**src/rtl/hash_responder.sv**
```systemverilog
// hash_responder: bridges an initiator's start/read/force_done protocol to a
// streaming hash core. It fetches NIN input words one at a time, pushes each one
// into the core, then passes NOUT digest words from the core back to the
// initiator until the initiator ends the request with force_done.
//
// Timing:
// - Handshake strobes are registered decodes of the next state, so each strobe
//   is valid for the whole cycle spent in the matching state.
// - The digest path in SQUEEZE is a direct pass-through, gated by state and by
//   the output count.
// - o_core_abort is registered. It rises together with o_hash_force_done_ack, in
//   the cycle after force_done is sampled. It pulses only when force_done arrives
//   before the digest is complete.

module hash_responder #(
   parameter int unsigned ADDR_WIDTH = 4
) (
   input  logic                  i_clk,
   input  logic                  i_rst_n,
   input  logic                  i_hash_start,
   input  logic [31:0]           i_hash_input_length,
   input  logic [31:0]           i_hash_output_length,
   output logic [ADDR_WIDTH-1:0] o_hash_addr,
   output logic                  o_hash_rd_en,
   input  logic [31:0]           i_hash_data_in,
   output logic [31:0]           o_hash_data_out,
   output logic                  o_hash_data_out_valid,
   input  logic                  i_hash_data_out_ready,
   input  logic                  i_hash_force_done,
   output logic                  o_hash_force_done_ack,
   output logic                  o_busy,
   output logic                  o_core_start,
   output logic [31:0]           o_core_in_len,
   output logic [31:0]           o_core_out_len,
   output logic [31:0]           o_core_din,
   output logic                  o_core_din_valid,
   output logic                  o_core_din_last,
   input  logic                  i_core_din_ready,
   output logic                  o_core_abort,
   input  logic [31:0]           i_core_dout,
   input  logic                  i_core_dout_valid,
   output logic                  o_core_dout_ready
);

   localparam int unsigned DATA_W = 32;
   // A 32-bit bit count holds at most 2^27 whole words.
   localparam int unsigned CNT_W  = 27;

   typedef enum logic [2:0] {
      IDLE,
      START,
      FETCH,
      CAPTURE,
      PUSH,
      SQUEEZE,
      WAIT_DONE,
      ACK
   } state_t;

   state_t state_q, state_d;

   logic [CNT_W-1:0]      nin_q, nin_d;
   logic [CNT_W-1:0]      nout_q, nout_d;
   logic [CNT_W-1:0]      wcnt_q, wcnt_d;
   logic [CNT_W-1:0]      ocnt_q, ocnt_d;
   logic [DATA_W-1:0]     hold_q, hold_d;
   logic [DATA_W-1:0]     in_len_q, in_len_d;
   logic [DATA_W-1:0]     out_len_q, out_len_d;

   logic [ADDR_WIDTH-1:0] addr_q, addr_d;
   logic                  rd_en_q, rd_en_d;
   logic [DATA_W-1:0]     din_q, din_d;
   logic                  din_valid_q, din_valid_d;
   logic                  din_last_q, din_last_d;
   logic                  start_q, start_d;
   logic                  abort_q, abort_d;
   logic                  ack_q, ack_d;
   logic                  busy_q, busy_d;

   logic                  squeeze_act;
   logic                  out_hs;

   // Number of 32-bit words needed to hold a message of the given bit length.
   function automatic logic [CNT_W-1:0] words_of(input logic [DATA_W-1:0] bits);
      return bits[DATA_W-1:5] + CNT_W'(|bits[4:0]);
   endfunction

   // The digest pass-through is open only while words are still owed.
   always_comb begin
      squeeze_act = (state_q == SQUEEZE) && (ocnt_q < nout_q);
      out_hs      = squeeze_act && i_core_dout_valid && i_hash_data_out_ready;
   end

   // Next-state, counters and next values of the registered outputs.
   always_comb begin
      state_d     = state_q;
      nin_d       = nin_q;
      nout_d      = nout_q;
      wcnt_d      = wcnt_q;
      ocnt_d      = ocnt_q;
      hold_d      = hold_q;
      in_len_d    = in_len_q;
      out_len_d   = out_len_q;
      abort_d     = 1'b0;

      case (state_q)
         IDLE: begin
            if (i_hash_start) begin
               in_len_d  = i_hash_input_length;
               out_len_d = i_hash_output_length;
               nin_d     = words_of(i_hash_input_length);
               nout_d    = words_of(i_hash_output_length);
               wcnt_d    = '0;
               ocnt_d    = '0;
               state_d   = START;
            end
         end
         START: begin
            state_d = (nin_q != '0) ? FETCH : SQUEEZE;
         end
         FETCH: begin
            if (i_hash_force_done) begin
               abort_d = 1'b1;
               state_d = ACK;
            end else begin
               state_d = CAPTURE;
            end
         end
         CAPTURE: begin
            if (i_hash_force_done) begin
               abort_d = 1'b1;
               state_d = ACK;
            end else begin
               hold_d  = i_hash_data_in;
               state_d = PUSH;
            end
         end
         PUSH: begin
            if (i_hash_force_done) begin
               abort_d = 1'b1;
               state_d = ACK;
            end else if (i_core_din_ready) begin
               wcnt_d  = wcnt_q + CNT_W'(1);
               state_d = (wcnt_q == nin_q - CNT_W'(1)) ? SQUEEZE : FETCH;
            end
         end
         SQUEEZE: begin
            if (i_hash_force_done) begin
               abort_d = 1'b1;
               state_d = ACK;
            end else if (ocnt_q >= nout_q) begin
               state_d = WAIT_DONE;
            end else if (out_hs) begin
               ocnt_d = ocnt_q + CNT_W'(1);
               if (ocnt_q + CNT_W'(1) == nout_q) begin
                  state_d = WAIT_DONE;
               end
            end
         end
         WAIT_DONE: begin
            if (i_hash_force_done) begin
               state_d = ACK;
            end
         end
         ACK: begin
            state_d = IDLE;
         end
         default: begin
            state_d = IDLE;
         end
      endcase

      rd_en_d     = (state_d == FETCH);
      addr_d      = rd_en_d ? ADDR_WIDTH'(wcnt_d) : '0;
      din_valid_d = (state_d == PUSH);
      din_d       = din_valid_d ? hold_d : '0;
      din_last_d  = din_valid_d && (wcnt_d == nin_q - CNT_W'(1));
      start_d     = (state_d == START);
      ack_d       = (state_d == ACK);
      busy_d      = (state_d != IDLE);
   end

   // State, datapath and output registers.
   always_ff @(posedge i_clk or negedge i_rst_n) begin
      if (!i_rst_n) begin
         state_q     <= IDLE;
         nin_q       <= '0;
         nout_q      <= '0;
         wcnt_q      <= '0;
         ocnt_q      <= '0;
         hold_q      <= '0;
         in_len_q    <= '0;
         out_len_q   <= '0;
         addr_q      <= '0;
         rd_en_q     <= 1'b0;
         din_q       <= '0;
         din_valid_q <= 1'b0;
         din_last_q  <= 1'b0;
         start_q     <= 1'b0;
         abort_q     <= 1'b0;
         ack_q       <= 1'b0;
         busy_q      <= 1'b0;
      end else begin
         state_q     <= state_d;
         nin_q       <= nin_d;
         nout_q      <= nout_d;
         wcnt_q      <= wcnt_d;
         ocnt_q      <= ocnt_d;
         hold_q      <= hold_d;
         in_len_q    <= in_len_d;
         out_len_q   <= out_len_d;
         addr_q      <= addr_d;
         rd_en_q     <= rd_en_d;
         din_q       <= din_d;
         din_valid_q <= din_valid_d;
         din_last_q  <= din_last_d;
         start_q     <= start_d;
         abort_q     <= abort_d;
         ack_q       <= ack_d;
         busy_q      <= busy_d;
      end
   end

   // Output mapping; digest path passes straight through while squeezing.
   always_comb begin
      o_hash_addr           = addr_q;
      o_hash_rd_en          = rd_en_q;
      o_core_din            = din_q;
      o_core_din_valid      = din_valid_q;
      o_core_din_last       = din_last_q;
      o_core_start          = start_q;
      o_core_abort          = abort_q;
      o_hash_force_done_ack = ack_q;
      o_busy                = busy_q;
      o_core_in_len         = in_len_q;
      o_core_out_len        = out_len_q;
      o_hash_data_out       = squeeze_act ? i_core_dout : '0;
      o_hash_data_out_valid = squeeze_act && i_core_dout_valid;
      o_core_dout_ready     = squeeze_act && i_hash_data_out_ready;
   end

endmodule

```
**config.mk**
```make
export PLATFORM = sky130hd
export DESIGN_NAME = hash_responder
export DESIGN_NICKNAME = d
export VERILOG_FILES = /design/src/rtl/hash_responder.sv
export SDC_FILE = /design/constraint.sdc
export NUM_CORES = 1
export LEC_CHECK = 0
export CORE_MARGIN = 4
export CORE_UTILIZATION = 54
export DETAILED_ROUTE_END_ITERATION = 12
export PLACE_DENSITY_LB_ADDON = 0.2
export SETUP_SLACK_MARGIN = 0.5
export SYNTH_ARGS = -nofsm -noshare
export SYNTH_HDL_FRONTEND = slang
export SYNTH_SLANG_ARGS = --single-unit
```
**constraint.sdc**
```tcl
create_clock -name i_clk -period 4.3 [get_ports i_clk]
set_input_delay 1.075 -clock i_clk [delete_from_list [all_inputs] [get_ports i_clk]]
set_output_delay 1.075 -clock i_clk [all_outputs]
set_load 0.005 [all_outputs]
```
**PDN straps and rails**

Pins as bars on the die edge.
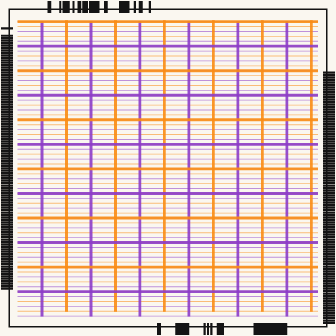
Orange marks VDD. Purple marks VSS.
12 straps on met5. 12 straps on met4. 61 met1 rails follow the rows. 276 signal pins sit on the boundary.
Die X: 175 um
worst vdd rail ir drop: 473 uV
Die Y: 175 um

**Cell classes on the final placement**

Scale bar: 50 um.
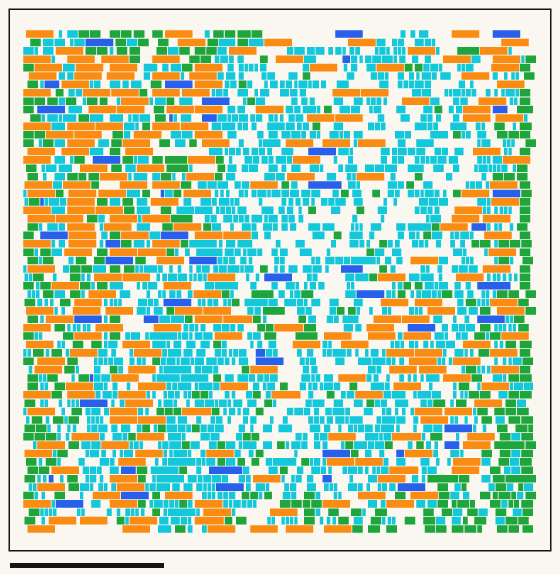
Green marks other buffers and delay cells, cells 396, share of their area 19%. Cyan marks combinational and other logic, cells 1384, share of their area 44%. Blue marks clock drivers and dummy loads, cells 48, share of their area 4.8%. Orange marks flops, cells 250, share of their area 32%.
row count: 60
core area: 0.0272 mm^2
fraction of area in registers: 31.0%
Final Util: 74.4%

**Routed clock nets over the placement**

Scale bar: 50 um.
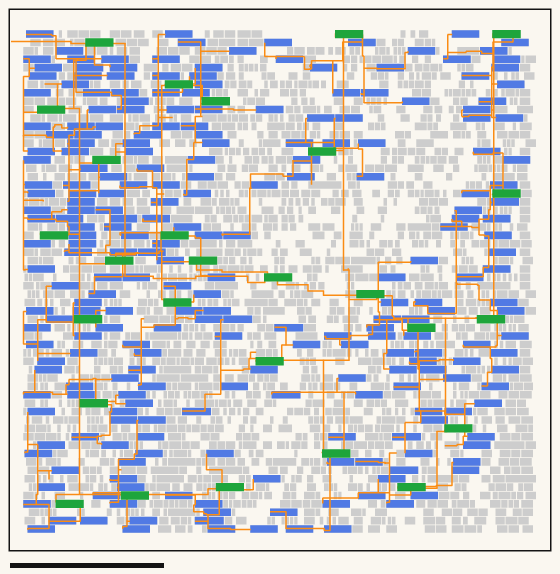
Orange marks clock wires, length 3290 um. Blue marks flip-flops, count 250. Green marks clock drivers, count 27.
There are 28 routed clock nets. Position of the flops: all over the die.
Setup Skew: 0.0194 ns
clock network power share: 20.0%
clk latency late pin: 0.56 ns
Clk power: 2480 uW

==> impl_metrics.tcl <==
# place-and-route summary
set metrics [dict create \
    dr_wl_met2_mm 23.8 \
    wirelength_mm 50.8 \
    adder_share_pct 2.82 \
    maxCapViolCount 0 \
    comb_area_share_pct 41.6 \
    edf_count 0 \
    critPathTopFamily "AND-OR/OR-AND gates" \
    cts_tree "done" \
    power_leakage_uw 0.00885 \
    power_frac_comb_pct 48.5 \
    largest_area_cell "dfrtp_1" \
    cpMaxStageDelayCell "dfrtp_1" \
    ys_chip_area_mm2 0.0151 \
    synthTopCellsByCount "nand2_1 (337), dfrtp_1 (250), o21ai_0 (121)" \
    cp.buffers_inverters 5 \
    fp_util_pct 55.5 \
    pre_cts_ws_ns 0.0406 \
    wire_per_inst_um 20.7 \
    finalSetupTns_ns 0 \
    clock-sinks 250 \
    final_cells 2450 \
    drive_gt1_share_pct 15.0 \
    worstPathCellList "inv_1 > ha_1 > a21o_1 > a221o_1 > a221o_1 > nor4_4 > buf_6 > buf_6 > buf_16 > and2_1 > buf_2" \
    status "finished clean" \
    grt_use_met3_pct 7.53 \
    end_kind "output port" \
    lay_top_count "nand2_1" \
    grt_pass1_wl_mm 80.2 \
    n_all_buffers 396 \
    drt_iter0_drc 1328 \
    seq_area_mm2 0.00626 \
    gp_congestion 0.969 \
    ys_warn_count 0 \
    antenna_found_initial 0 \
    comb_power_uw 6010 \
    use_met1_pct 41.7 \
    total_power_uw 12400 \
    place_inst 2362 \
    min_period_ns 4.19 \
    hp-start "o_core_in_len[24]$_DFFE_PN0P_" \
    arrival_ns 3.12 \
    top_cell "nand2_1" \
    ys_sh_aoi_pct 12.3 \
    non_clock_inverter_count 84 \
    hold_buffers 0 \
    grt-ovfl-total 0 \
    required_ns 3.22 \
    p_int_uw 7480 \
    ys_sh_xor_pct 8.52 \
    track_usage_pct 32.3 \
    pwr-share-seq_pct 31.5 \
    fmax_mhz 239 \
    fin_ws_ns 0.108 \
    area_growth_pct 34.0 \
    worstSetupEndpoint "o_hash_data_out[3]" \
    warnings 30 \
    wl_met3_mm 4.85 \
    n_clock_buffer 39 \
    dp_hpwl_mm 36.7 \
    floorplan.nets 1914 \
    switching_share_pct 39.7 \
    cts_resized 193 \
    maxPowerGroup "combinational cells" \
]
Power is estimated from default activity; no workload was simulated.
